$ cat src/rtl/uart_tx_scheduler.sv
`default_nettype none
// ============================================================================
// Module   : uart_tx_scheduler
// Brief    : Round-robin arbiter handing one byte per frame from NUM_REQ
//            producers to a single UART transmitter, tracking its Busy flag.
//            Optional WAIT_BUSY watchdog: define UART_TX_SCHED_TIMEOUT_EN.
// Revision : 1.0 - initial release
// ============================================================================

module uart_tx_scheduler #(
  parameter int NUM_REQ        = 4,
  parameter int DATA_WIDTH     = 8,
  parameter int TIMEOUT_CYCLES = 4
) (
  input  logic                          clk_i,
  input  logic                          rst_i,
  input  logic [NUM_REQ-1:0]            req_valid_i,
  input  logic [NUM_REQ*DATA_WIDTH-1:0] req_data_i,
  output logic [NUM_REQ-1:0]            req_ready_o,
  input  logic                          tx_busy_i,
  output logic [DATA_WIDTH-1:0]         tx_data_o,
  output logic                          tx_data_valid_o,
  output logic [$clog2(NUM_REQ)-1:0]    grant_id_o,
  output logic                          sched_busy_o,
  output logic                          timeout_err_o
);

  localparam int IDX_W = $clog2(NUM_REQ);

  localparam logic [1:0] c_st_idle      = 2'd0;
  localparam logic [1:0] c_st_issue     = 2'd1;
  localparam logic [1:0] c_st_wait_busy = 2'd2;
  localparam logic [1:0] c_st_wait_done = 2'd3;

  logic [1:0]            state_q,         state_d;
  logic [IDX_W-1:0]      ptr_q,           ptr_d;
  logic [IDX_W-1:0]      grant_id_q,      grant_id_d;
  logic [DATA_WIDTH-1:0] tx_data_q,       tx_data_d;
  logic                  tx_data_valid_q, tx_data_valid_d;
  logic [NUM_REQ-1:0]    req_ready_q,     req_ready_d;
  logic                  sched_busy_q,    sched_busy_d;

  logic                  w_found;
  logic [IDX_W-1:0]      w_gnt_idx;
  logic [IDX_W:0]        w_rr_idx;
  logic [DATA_WIDTH-1:0] w_req_bytes [NUM_REQ];

  for (genvar gi = 0; gi < NUM_REQ; gi++) begin : g_unpack
    assign w_req_bytes[gi] = req_data_i[gi*DATA_WIDTH +: DATA_WIDTH];
  end

  // Search from ptr upward, wrapping modulo NUM_REQ; the sum fits IDX_W+1 bits.
  always_comb begin
    w_found   = 1'b0;
    w_gnt_idx = '0;
    w_rr_idx  = '0;
    for (int i = 0; i < NUM_REQ; i++) begin
      w_rr_idx = {1'b0, ptr_q} + (IDX_W+1)'(i);
      if (w_rr_idx >= (IDX_W+1)'(NUM_REQ)) begin
        w_rr_idx = w_rr_idx - (IDX_W+1)'(NUM_REQ);
      end
      if (!w_found && req_valid_i[w_rr_idx[IDX_W-1:0]]) begin
        w_found   = 1'b1;
        w_gnt_idx = w_rr_idx[IDX_W-1:0];
      end
    end
  end

`ifdef UART_TX_SCHED_TIMEOUT_EN
  localparam int CNT_W = $clog2(TIMEOUT_CYCLES + 1);

  logic [CNT_W-1:0] cnt_q, cnt_d;
  logic             timeout_err_q, timeout_err_d;
`else
  logic w_unused_timeout_cfg;
  assign w_unused_timeout_cfg = (TIMEOUT_CYCLES == 0);
`endif

  always_comb begin
    state_d         = state_q;
    ptr_d           = ptr_q;
    grant_id_d      = grant_id_q;
    tx_data_d       = tx_data_q;
    tx_data_valid_d = 1'b0;
    req_ready_d     = '0;
`ifdef UART_TX_SCHED_TIMEOUT_EN
    cnt_d           = cnt_q;
    timeout_err_d   = 1'b0;
`endif
    case (state_q)
      c_st_idle: begin
        if (w_found && !tx_busy_i) begin
          state_d                = c_st_issue;
          tx_data_d              = w_req_bytes[w_gnt_idx];
          grant_id_d             = w_gnt_idx;
          ptr_d                  = (w_gnt_idx == IDX_W'(NUM_REQ - 1)) ? '0 : w_gnt_idx + 1'b1;
          tx_data_valid_d        = 1'b1;
          req_ready_d[w_gnt_idx] = 1'b1;
        end
      end
      c_st_issue: begin
        state_d = c_st_wait_busy;
`ifdef UART_TX_SCHED_TIMEOUT_EN
        cnt_d   = '0;
`endif
      end
      c_st_wait_busy: begin
        if (tx_busy_i) begin
          state_d = c_st_wait_done;
        end
`ifdef UART_TX_SCHED_TIMEOUT_EN
        // The count reaching TIMEOUT_CYCLES abandons the byte; ptr already moved on.
        else if (cnt_q == CNT_W'(TIMEOUT_CYCLES - 1)) begin
          state_d       = c_st_idle;
          timeout_err_d = 1'b1;
          cnt_d         = '0;
        end else begin
          cnt_d = cnt_q + 1'b1;
        end
`endif
      end
      c_st_wait_done: begin
        if (!tx_busy_i) begin
          state_d = c_st_idle;
        end
      end
      default: begin
        state_d = c_st_idle;
      end
    endcase
    sched_busy_d = (state_d != c_st_idle);
  end

  always_ff @(posedge clk_i) begin
    if (rst_i) begin
      state_q         <= c_st_idle;
      ptr_q           <= '0;
      grant_id_q      <= '0;
      tx_data_q       <= '0;
      tx_data_valid_q <= 1'b0;
      req_ready_q     <= '0;
      sched_busy_q    <= 1'b0;
    end else begin
      state_q         <= state_d;
      ptr_q           <= ptr_d;
      grant_id_q      <= grant_id_d;
      tx_data_q       <= tx_data_d;
      tx_data_valid_q <= tx_data_valid_d;
      req_ready_q     <= req_ready_d;
      sched_busy_q    <= sched_busy_d;
    end
  end

`ifdef UART_TX_SCHED_TIMEOUT_EN
  always_ff @(posedge clk_i) begin
    if (rst_i) begin
      cnt_q         <= '0;
      timeout_err_q <= 1'b0;
    end else begin
      cnt_q         <= cnt_d;
      timeout_err_q <= timeout_err_d;
    end
  end

  assign timeout_err_o = timeout_err_q;
`else
  assign timeout_err_o = 1'b0;
`endif

  assign req_ready_o     = req_ready_q;
  assign tx_data_o       = tx_data_q;
  assign tx_data_valid_o = tx_data_valid_q;
  assign grant_id_o      = grant_id_q;
  assign sched_busy_o    = sched_busy_q;

endmodule

`default_nettype wire

$ cat config.mk
export PLATFORM = sky130hd
export DESIGN_NAME = uart_tx_scheduler
export DESIGN_NICKNAME = d
export VERILOG_FILES = /design/src/rtl/uart_tx_scheduler.sv
export SDC_FILE = /design/constraint.sdc
export NUM_CORES = 1
export LEC_CHECK = 0
export ABC_AREA = 1
export CAP_MARGIN = 15
export CORE_ASPECT_RATIO = 1.1
export CORE_MARGIN = 10
export CORE_UTILIZATION = 43
export DETAILED_ROUTE_END_ITERATION = 7
export PLACE_DENSITY_LB_ADDON = 0.3
export SLEW_MARGIN = 10
export SYNTH_ARGS = -nofsm -noshare
export SYNTH_HDL_FRONTEND = slang
export SYNTH_SLANG_ARGS = --single-unit
$ cat constraint.sdc
create_clock -name clk_i -period 2.1 [get_ports clk_i]
set_input_delay 0.42 -clock clk_i [delete_from_list [all_inputs] [get_ports clk_i]]
set_output_delay 0.42 -clock clk_i [all_outputs]
set_load 0.03 [all_outputs]
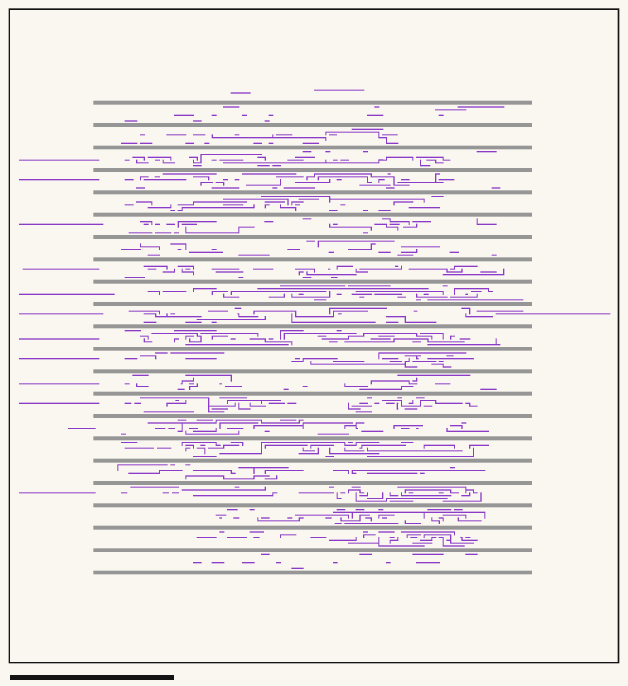
*Metal 1*
The bar under the picture is 20 um long. Supply wires on this layer in grey.
nets with wire on the layer = 299
main direction = horizontal
wire length on this layer = 1590 um
DR vias: 1540
DRT Wirelength: 3748 um
routing usage on met1: 14.87%

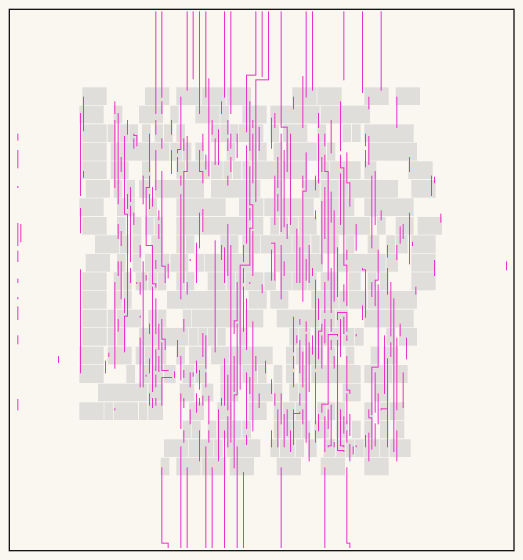
*Signal wires on met2*
Cells faint in the background.
main direction = vertical
wire length on this layer = 1840 um
nets with wire on the layer = 253
met2 Use GR: 21.59%

==> impl_metrics.py <==
# Physical implementation metrics
metrics = {
    "status": {
        "outcome": "completed",
    },
    "logic_synthesis": {
        "ys_cells": 221,
        "ff_type": "dfxtp_1",
        "adder_share_pct": 3.643,
        "synth_top_area_share_pct": 29.14,
        "netlist_instances": 221,
        "muxShareOfSynthArea_pct": 0,
        "synth.distinct_cells": 26,
        "ys_top_logic_family": "simple AND/OR/NAND/NOR gates",
        "edf_count": 0,
        "ys_top_cells_by_area": "dfxtp_1, nand2_1, nor2_1, inv_1, nand2_2",
        "synth_area_per_cell_sq_um": 6.216,
        "synth.most_common_cell": "nand2_1",
        "seq_area_frac_synth_pct": 29.14,
        "ys.warnings.count": 0,
        "top_cells_by_count": "nand2_1, nor2_1, inv_1",
        "ys_area_sq_mm": 0.001374,
        "simple_gate_share_pct": 48.36,
        "synthAoiAreaFrac_pct": 6.740,
        "synth.cellmix.xorXnorShare_pct": 0,
    },
    "finish": {
        "antenna_cells": 0,
        "design_area_sq_mm": 0.002112,
        "largest_reg_flops": 8,
        "clkCellAreaFrac_pct": 2.488,
        "seq_share_pct": 18.96,
        "layout.nets": 336,
        "largestClassByArea": "logic gates",
        "logic_area_sq_um": 810.8,
        "comb-cell-share_pct": 38.39,
        "areaGrowthSynthToFinish_pct": 53.73,
        "fin_util_pct": 69.29,
        "flops": 20,
        "nMultiInputCombCells": 166,
        "inverters_excl_clock": 30,
        "nFillCells": 272,
        "clkbuf_count": 3,
        "stdcell_count": 326,
        "buffers_excl_clock": 72,
        "flop_area_sq_um": 400.4,
        "nonClkBufAreaFrac_pct": 32.58,
    },
    "sta": {
        "holdWs_ns": 0.5147,
        "period_used_pct": 92.41,
        "fmax_mhz": 515.3,
        "rsz0062_at_grt": "no",
        "finalSetupViolCount": 0,
        "fin_skew_ns": 0.003388,
        "period_minus_slack_ns": 1.941,
        "finalHoldViolCount": 0,
        "slew_viol_final": 0,
        "fin_setup_tns_ns": 0,
    },
    "pwr": {
        "switching_share_pct": 46.93,
        "p_per_area_mw_per_mm2": 1347,
        "power_leader": "combinational logic",
        "comb_power_mw": 1.98,
        "combinationalPowerShare_pct": 69.5,
        "switching_power_mw": 1.335,
        "p_clk_mw": 0.315,
        "clock_power_share_pct": 11.1,
        "total_power_mw": 2.844,
        "internal_power_mw": 1.510,
        "power.static_leakage_nw": 1.074,
        "seq_power_share_pct": 19.4,
        "peakVddDrop_mv": 0.9365,
    },
    "floorplan": {
        "tap_cells": 34,
        "chipArea_sq_mm": 0.005858,
        "ios": 56,
        "core_area_sq_mm": 0.003048,
        "die-width_um": 73.90,
        "die_h_um": 79.28,
        "core_util_floorplan_pct": 45.07,
        "rows": 21,
    },
    "clocking": {
        "cts.repair.resized": 0,
        "ctsHoldBuffers": 0,
        "cts.htree.levels": 1,
        "cts_buffers": 3,
        "clk_pin_slew_ns": 0.11,
        "clk-insertion-delay-late_ns": 0.31,
        "post-cts-setup-buffers": 0,
        "cts.path.max_buffers": 2,
        "cts-root-buf": "clkbuf_4",
        "cts_tree": "done",
    },
    "placement": {
        "dp.cells": 322,
        "place_congestion": 0.8139,
        "dp_hpwl_um": 3096,
        "dp_slack_ns": -0.1429,
        "numPortBuffers": 54,
        "place_area_sq_mm": 0.002059,
    },
    "setup_path": {
        "cp_top_family": "simple AND/OR/NAND/NOR gates",
        "r2r-start": "ptr_q[1]$_SDFFE_PP0P_",
        "cp-end-kind": "flop",
        "crit_buf_inv": 2,
        "endpoint": "ptr_q[1]$_SDFFE_PP0P_",
        "startpoint_type": "flop",
        "cp.required_ns": 2.31,
        "critPathMaxFanout": 5,
        "cp_data_arrival_time_ns": 2.15,
        "worst-path-stages": 12,
        "rr_endpoint": "ptr_q[1]$_SDFFE_PP0P_",
        "rrSetupSlack_ns": 0.16,
        "critPathSlowestCell": "dfxtp_1",
        "reg2reg_depth": 12,
        "worstPathCellList": "inv_1, nand2_1, nand2_2, nand2_2, nand2_4, nor2_8, nand3_4, nand3_4, inv_2, ha_1, o21ai_0, a21oi_1",
        "critical_path_class": "flop to flop",
        "cpPeakStageDelay_ns": 0.46,
        "cp-startpoint": "ptr_q[1]$_SDFFE_PP0P_",
    },
    "global_route": {
        "first_global_vias": 1397,
        "grt.total_usage_pct": 12.96,
        "overflow": 0,
        "grt_pass1_wl_um": 6306,
        "grt_antenna_before_repair": 0,
    },
    "worst_hold_path": {
        "hp-start": "grant_id_o[0]$_SDFFE_PP0P_",
        "whs_path_depth": 2,
        "hold_end": "grant_id_o[0]$_SDFFE_PP0P_",
        "hp-class": "flop to flop",
    },
    "run": {
        "drv_cap": 0,
        "tool_warnings": 29,
    },
    "routing": {
        "dr.pass1.iters": 4,
        "drtAntennaViolNets": 0,
        "wl_per_cell_um": 11.50,
        "viasPerCell": 4.724,
        "drc": 0,
        "drtIter0Drc": 56,
    },
}
routing by layer:
metal	up-vias	track usage, %	routed length [um]
met3	5	4.602	276
met2	43	21.59	1840
met1	672	14.87	1589
met5	-	0	0
met4	0	4.291	40
li1	820	-	-
cell usage in the layout (no fill, tap or decap), types with 2 or more instances in the layout:
cell             instances
nand4_1                  6
dfxtp_1                 20
o21ai_1                  6
nand2_1                 83
clkbuf_4                 3
nand3_4                  2
buf_4                   17
clkdlybuf4s50_1         54
a21oi_1                  4
ha_1                     4
nand2_4                  2
nor2_1                  25
inv_2                    6
inv_1                   23
nand2_2                 10
o21ai_0                  4
nand3_1                 12
No activity file was given, so power comes from the tool's default toggle rates.
